--- src/rtl/mlkem_pkg.sv ---
// Shared ML-KEM constants and the encode-path state type.
// Also holds the width-validity and coefficient-mask helpers used by the packer.
package mlkem_pkg;

  localparam int N      = 256;
  localparam int Q      = 3329;
  localparam int D_MAX  = 12;
  localparam int D_W    = 4;
  localparam int ACC_W  = 20;
  localparam int CNT_W  = 5;
  localparam int CCNT_W = 9;
  localparam int BCNT_W = 9;

  typedef enum logic [1:0] {
    IDLE  = 2'd0,
    RUN   = 2'd1,
    DRAIN = 2'd2
  } state_e;

  function automatic logic d_valid(input logic [D_W-1:0] d);
    return (d != '0) && (d <= D_W'(D_MAX));
  endfunction

  // d = D_MAX wraps the shifted one to zero, so the subtraction yields all ones.
  function automatic logic [D_MAX-1:0] coeff_mask(input logic [D_W-1:0] d);
    return (D_MAX'(1) << d) - D_MAX'(1);
  endfunction

endpackage

--- src/rtl/byte_encode_packer_if.sv ---
// Coefficient-in / byte-out handshake bundle for the ByteEncode packer.
// The slave modport is the packer's view; master is the producer/consumer side.
interface byte_encode_packer_if;
  import mlkem_pkg::*;

  logic [D_W-1:0]   d_i;
  logic [D_MAX-1:0] coeff_i;
  logic             coeff_valid_i;
  logic             coeff_ready_o;
  logic [7:0]       byte_o;
  logic             byte_valid_o;
  logic             byte_ready_i;
  logic             byte_last_o;
  logic             busy_o;

  modport slave (
    input  d_i, coeff_i, coeff_valid_i, byte_ready_i,
    output coeff_ready_o, byte_o, byte_valid_o, byte_last_o, busy_o
  );

  modport master (
    output d_i, coeff_i, coeff_valid_i, byte_ready_i,
    input  coeff_ready_o, byte_o, byte_valid_o, byte_last_o, busy_o
  );

endinterface

--- src/rtl/byte_encode_packer.sv ---
// Streaming ByteEncode_d packer: d-bit coefficients in, LSB-first packed bytes out.
//
// state | meaning
// IDLE  | waiting for first coefficient; d_i is sampled on that acceptance
// RUN   | accepting coefficients 2..N of the polynomial
// DRAIN | all coefficients taken; emitting remaining bytes until the last one
module byte_encode_packer
  import mlkem_pkg::*;
(
  input logic               clk_i,
  input logic               rst_i,
  byte_encode_packer_if.slave bus
);

  state_e              state_q, state_d;
  logic [ACC_W-1:0]    acc_q, acc_d;
  logic [CNT_W-1:0]    cnt_q, cnt_d;
  logic [CCNT_W-1:0]   ccnt_q, ccnt_d;
  logic [BCNT_W-1:0]   bcnt_q, bcnt_d;
  logic [D_W-1:0]      d_q, d_d;

  logic                byte_valid;
  logic                byte_last;
  logic                pop;
  logic                push;
  logic                ready;
  logic                d_ok;
  logic [CNT_W-1:0]    cnt_eff;
  logic [ACC_W-1:0]    acc_eff;
  logic [D_W-1:0]      d_eff;
  logic [BCNT_W-1:0]   last_idx;
  logic [ACC_W-1:0]    insert;

  // Readiness counts the byte leaving this cycle, so d <= 8 streams at full rate.
  always_comb begin
    byte_valid = (cnt_q >= CNT_W'(8));
    pop        = byte_valid && bus.byte_ready_i;
    cnt_eff    = pop ? (cnt_q - CNT_W'(8)) : cnt_q;
    acc_eff    = pop ? (acc_q >> 8) : acc_q;
    d_eff      = (state_q == IDLE) ? bus.d_i : d_q;
    d_ok       = (state_q != IDLE) || d_valid(bus.d_i);
    ready      = !rst_i && (state_q != DRAIN) && (cnt_eff < CNT_W'(8)) && d_ok;
    push       = bus.coeff_valid_i && ready;
    last_idx   = {d_q, 5'b0} - BCNT_W'(1);
    byte_last  = byte_valid && (state_q == DRAIN) && (bcnt_q == last_idx);
    insert     = ACC_W'(bus.coeff_i & coeff_mask(d_eff)) << cnt_eff;
  end

  assign bus.coeff_ready_o = ready;
  assign bus.byte_o        = acc_q[7:0];
  assign bus.byte_valid_o  = byte_valid;
  assign bus.byte_last_o   = byte_last;
  assign bus.busy_o        = (state_q != IDLE);

  always_comb begin
    state_d = state_q;
    acc_d   = acc_eff;
    cnt_d   = cnt_eff;
    ccnt_d  = ccnt_q;
    bcnt_d  = pop ? (bcnt_q + BCNT_W'(1)) : bcnt_q;
    d_d     = d_q;

    if (push) begin
      acc_d = acc_eff | insert;
      cnt_d = cnt_eff + CNT_W'(d_eff);
    end

    case (state_q)
      IDLE: begin
        if (push) begin
          d_d     = bus.d_i;
          ccnt_d  = CCNT_W'(1);
          state_d = RUN;
        end
      end
      RUN: begin
        if (push) begin
          ccnt_d = ccnt_q + CCNT_W'(1);
          if (ccnt_q == CCNT_W'(N - 1)) state_d = DRAIN;
        end
      end
      DRAIN: begin
        // 256*d bits is a whole number of bytes, so nothing is left behind.
        if (pop && byte_last) begin
          state_d = IDLE;
          ccnt_d  = '0;
          bcnt_d  = '0;
          cnt_d   = '0;
          acc_d   = '0;
        end
      end
      default: state_d = IDLE;
    endcase
  end

  always_ff @(posedge clk_i) begin
    if (rst_i) begin
      state_q <= IDLE;
      acc_q   <= '0;
      cnt_q   <= '0;
      ccnt_q  <= '0;
      bcnt_q  <= '0;
      d_q     <= '0;
    end else begin
      state_q <= state_d;
      acc_q   <= acc_d;
      cnt_q   <= cnt_d;
      ccnt_q  <= ccnt_d;
      bcnt_q  <= bcnt_d;
      d_q     <= d_d;
    end
  end

endmodule

--- src/flat_wrapper.sv ---
// flat-port wrapper written by rule: the top's interface ports become plain ports
module byte_encode_packer_flat import mlkem_pkg::*;
  (clk_i, rst_i, bus_d_i, bus_coeff_i, bus_coeff_valid_i, bus_byte_ready_i, bus_coeff_ready_o, bus_byte_o, bus_byte_valid_o, bus_byte_last_o, bus_busy_o);
  byte_encode_packer_if bus_i ();
  input logic clk_i;
  input logic rst_i;
  input wire logic [$bits(bus_i.d_i)-1:0] bus_d_i;
  input wire logic [$bits(bus_i.coeff_i)-1:0] bus_coeff_i;
  input wire logic [$bits(bus_i.coeff_valid_i)-1:0] bus_coeff_valid_i;
  input wire logic [$bits(bus_i.byte_ready_i)-1:0] bus_byte_ready_i;
  output wire logic [$bits(bus_i.coeff_ready_o)-1:0] bus_coeff_ready_o;
  output wire logic [$bits(bus_i.byte_o)-1:0] bus_byte_o;
  output wire logic [$bits(bus_i.byte_valid_o)-1:0] bus_byte_valid_o;
  output wire logic [$bits(bus_i.byte_last_o)-1:0] bus_byte_last_o;
  output wire logic [$bits(bus_i.busy_o)-1:0] bus_busy_o;
  assign bus_i.d_i = bus_d_i;
  assign bus_i.coeff_i = bus_coeff_i;
  assign bus_i.coeff_valid_i = bus_coeff_valid_i;
  assign bus_i.byte_ready_i = bus_byte_ready_i;
  assign bus_coeff_ready_o = bus_i.coeff_ready_o;
  assign bus_byte_o = bus_i.byte_o;
  assign bus_byte_valid_o = bus_i.byte_valid_o;
  assign bus_byte_last_o = bus_i.byte_last_o;
  assign bus_busy_o = bus_i.busy_o;
  byte_encode_packer u_core (.clk_i(clk_i), .rst_i(rst_i), .bus(bus_i));
endmodule
--- config.mk ---
export PLATFORM = sky130hd
export DESIGN_NAME = byte_encode_packer_flat
export DESIGN_NICKNAME = d
export VERILOG_FILES = /design/src/rtl/mlkem_pkg.sv /design/src/rtl/byte_encode_packer_if.sv /design/src/rtl/byte_encode_packer.sv /design/src/flat_wrapper.sv
export SDC_FILE = /design/constraint.sdc
export NUM_CORES = 1
export LEC_CHECK = 0
export ABC_CLOCK_PERIOD_IN_PS = 3530
export CORE_MARGIN = 2
export CORE_UTILIZATION = 45
export CTS_CLUSTER_SIZE = 40
export DETAILED_ROUTE_END_ITERATION = 10
export HOLD_SLACK_MARGIN = 0.06
export MAX_ROUTING_LAYER = met4
export SLEW_MARGIN = 40
export SYNTH_ARGS = -nofsm -noshare
export SYNTH_HDL_FRONTEND = slang
export SYNTH_SLANG_ARGS = --single-unit
--- constraint.sdc ---
create_clock -name clk_i -period 3.53 [get_ports clk_i]
set_clock_uncertainty 0.2 [all_clocks]
set_input_delay 0.5295 -clock clk_i [delete_from_list [all_inputs] [get_ports clk_i]]
set_output_delay 0.5295 -clock clk_i [all_outputs]
set_load 0.03 [all_outputs]
Figure 1. M1 wires.
Bar = 20 um. Supply wires on this layer in grey.
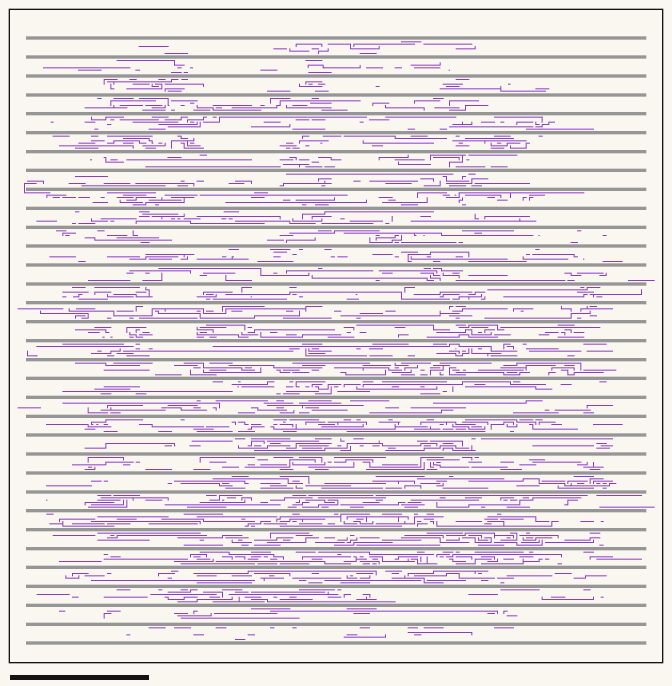
main direction: horizontal
share of all routed wire: 45%
total wire length: 10500 um
met1 track utilization from global routing: 33.0%

Figure 2. The metal 2 layer.
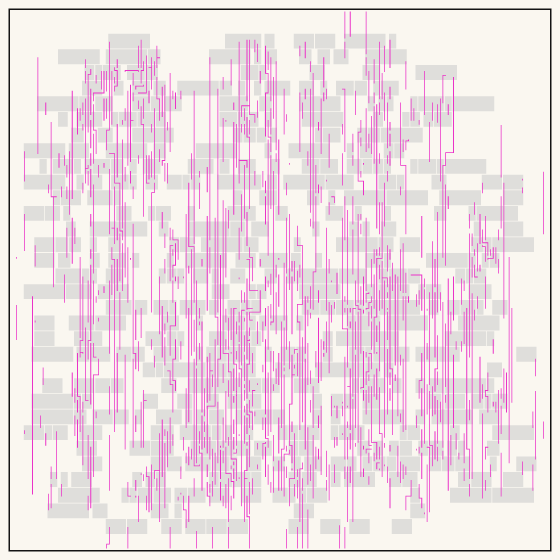
wire length on this layer: 4740 um
nets with wire on the layer: 439
longest straight run: 38.8 um
number of vias after detailed routing: 3680
met2 Resource Use GR: 38.6%

Figure 3. Metal 3.
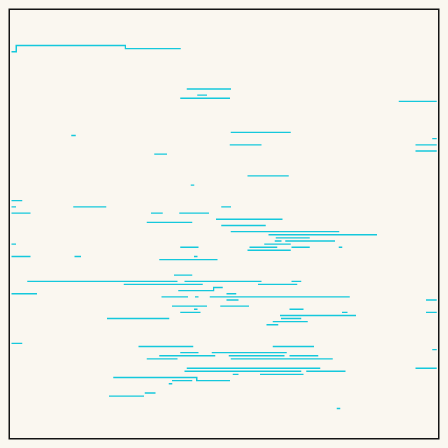
nets with wire on the layer: 64
main direction: horizontal
met3 track demand over resource in global routing: 4.74%

[state kept, by name, summed over array words and instances, names as in the netlist]
signal,cells
u_core.acc_q,20
u_core.bcnt_q,9
u_core.ccnt_q,9
u_core.cnt_q,5
u_core.d_q,4
u_core.state_q,2
[Yosys cell counts, drive strengths merged (5+ instances only)]
cell type	count
a31o	5
nor2	40
a211oi	5
or3	8
nand4	6
nor3	21
nand2b	9
nand3	25
a31oi	16
xnor2	13
o211ai	9
a311oi	6
dfxtp	49
inv	16
o211a	5
ha	15
o21ai	18
clkbuf	22
mux2i	12
nand2	45
buf	15
o31ai	5
a21oi	25
mux2	5
o2111ai	5
and2	7
[power by group]
part	switching, mW	leakage (nW)	internal (mW)
sequential	0.0569	0.397	0.620
clock	0.210	0.0585	0.213
combinational	0.661	1.09	0.439
[area by class of cell]
type | count | area share [%]
multi-input cells | 368 | 57.4
well taps | 102 | 3.03
inverters | 18 | 1.60
flip-flops and latches | 49 | 23.3
clock buffers | 5 | 1.63
repair buffers | 56 | 12.1
clock inverters | 3 | 1.04
[final timing paths]
path,endpoint,slack (ns),depth (start not counted)
min,u_core.acc_q[17]$_SDFF_PP0_,0.26,2
min reg2reg,u_core.acc_q[17]$_SDFF_PP0_,0.26,2
max reg2reg,u_core.acc_q[11]$_SDFF_PP0_,0.34,12
max,bus_coeff_ready_o,0.23,6
[through the flow]
step	instances	total power [mW]	instance area (sq um)
final	601	2.20	4220
after global routing	601	2.35	4220
after CTS	601	2.19	4200
after detailed placement	593	1.77	4090
after global placement	593	1.76	4090
after floorplan	472	1.45	3630
[kinds of logic (layout without fill, tap and decap cells)]
group | count (synthesis) | after routing
simple gates | 188 | 188
flops | 49 | 49
compound gates | 132 | 132
xor+xnor | 15 | 15
fa+ha+maj | 16 | 16
mux | 17 | 17
buf+inv | 55 | 82
[critical path, delay by kind of cell]
kind          cells  cell delay, ns
buf+inv           2            1.12
simple gates      4            0.92
[metal layers]
metal  track usage (%)  vias to the layer above
li1                  -                     1789
met1              33.0                     1724
met2              38.6                      141
met3              4.74                       26
met4              9.18                        0
met5                 -                        -
==> reports/notes.md <==
• beginning of the critical path: bus_byte_ready_i
• delay of the slowest cell on the worst path: 0.59 ns
• total power density per cell area: 522 nW/um^2
• Iter 0 DRT Violations: 257
• worst-skew pair later-pin latency: 0.31 ns
• worst-case setup slack after placement: 0.122 ns
• commonest non-fill, non-tap cells in the layout: 49 x dfxtp_1, 45 x nand2_1, 40 x nor2_1
• pin count of the biggest net entering global routing: 29
• clk slew on worst S/H paths: 0.10 ns
• Total Nets Final: 534
• Ant. Diodes: 0
• status: finished, final reports clean
• fraction of registers with async set/reset: 0%
• number of hold-repair buffers added at the cts stage: 0
• setup repair after global routing missed its margin: false
• area taken by multi-input logic gates: 2420 sq um
• total met3 wirelength after detailed routing: 702 um
• Critical R2R Launch: u_core.state_q[1]$_SDFFE_PP0P_
• final hold slack: 0.264 ns
• synthesized area: 3630 sq um
• Top Ports: 32
• mean number of vias per cell: 6.12
• final period utilization: 93.6%
• Synthesized Nets: 508
• total of buffers placed on input and output ports: 31
• wire length of the first global-routing pass: 17100 um
• clock buffer count from CTS: 5
• row cnt: 32
• and+or+nand+nor area frac: 25.7%
• highest routed metal layer: met4
• number of global-route vias before repair: 3454
• chip area: 8800 sq um
• area growth from synthesis to layout: 16.1%
• worst path arrival time: 2.57 ns
• Detail Placement HPWL: 7840 um
• Finish-stage setup viols: 0
• max-slew violation count: 0
• final period demand of the worst path: 3.30 ns
• arithmetic-cell share of the synthesized area counting full adders, half adders and majority gates: 5.72%
• Mux cell area share: 4.86%
• CTS root buffer: clkbuf_8
• cell with the biggest individual delay on the critical path: clkdlybuf4s50_1
• highest-count logic cell in the final layout: dfxtp_1
• required time worst endpoint: 2.80 ns
• top cells by area, synth: dfxtp_1 27%, ha_1 5.2%, nand2_1 4.7%
• number of detailed-routing iterations run before antenna repair: 6
• number of hold violations in the final report: 0
• share of cells above drive strength 1: 11.2%
• Die Y-Extent: 93.8 um
• TritonCTS clock tree: done
• number of routed nets with antenna violations: 0
• H-tree depth reported by CTS: 2
• number of cell instances after yosys synthesis: 472
• routed metal-1 wirelength: 4750 um
• biggest combinational cell group after synthesis: AND-OR/OR-AND gates
• AND-OR/OR-AND share of the synthesized area: 26.3%
• number of buffers on the longest clock path: 2
• launch point of the worst hold path: u_core.acc_q[17]$_SDFF_PP0_
• slew margin rel.: 47.1%
• Post CTS Setup Buffer Count: 0
• Peak VDD IR: 0.201 mV
• Worst Path Class, Setup: primary input to output port
• sequential cell area: 981 sq um
• post-synthesis average cell area: 7.69 sq um
• Wirelength per Cell: 17.4 um
• total length of routed met2 wires: 4740 um
• Seq/Total Area, Yosys: 27.0%
• core area: 7770 sq um
• Finished Core Util: 54.3%
• instance count of the mapped netlist: 472
• xor-xnor portion of the synthesized cell area: 3.62%
• number of gates resized after CTS: 0
• most area-hungry cell type in the Yosys netlist: dfxtp_1
• total grt overflow: 0
• count of flip-flops with a built-in enable after synthesis: 0
• CTS sink cnt: 49
• critical-path cell list: clkdlybuf4s50_1 > nor2b_1 > nor3_1 > or3_1 > and3_1 > clkdlybuf4s50_1
• count of yosys warnings during synthesis: 0
• filler instances: 770
• Init Core Util: 46.7%
• count of unresolved DRC violations after routing: 0
• total cell area reported by yosys after synthesis: 3630 sq um
• library cells used by synthesis: 62
• Die Width: 93.8 um
• Synth Register Bits: 49
• Largest type area fraction: 27.0%
• Tot GR Track Use: 25.1%
• max-cap check violation count: 0
• smallest setup slack after layout: 0.227 ns
• CP dominant cell by count: clkdlybuf4s50_1
• final RePlAce weighted congestion: 0.902
• final total negative setup slack: 0 ns
• transition time at the pin with the least slew margin: 0.788 ns
• top achievable clock speed: 303 MHz
• CP Capture Type: output port
• stage-log warning count: 30
• commonest register cell after synthesis: dfxtp_1
• worst hold path class: flip-flop to flip-flop
• sort of element at the start of the critical path: primary input
• number of antenna violations at the first check in global routing: 0
• static power due to leakage: 1.55 nW
• maximum fanout encountered on the critical timing path: 5
Power and IR drop assume default switching activity.
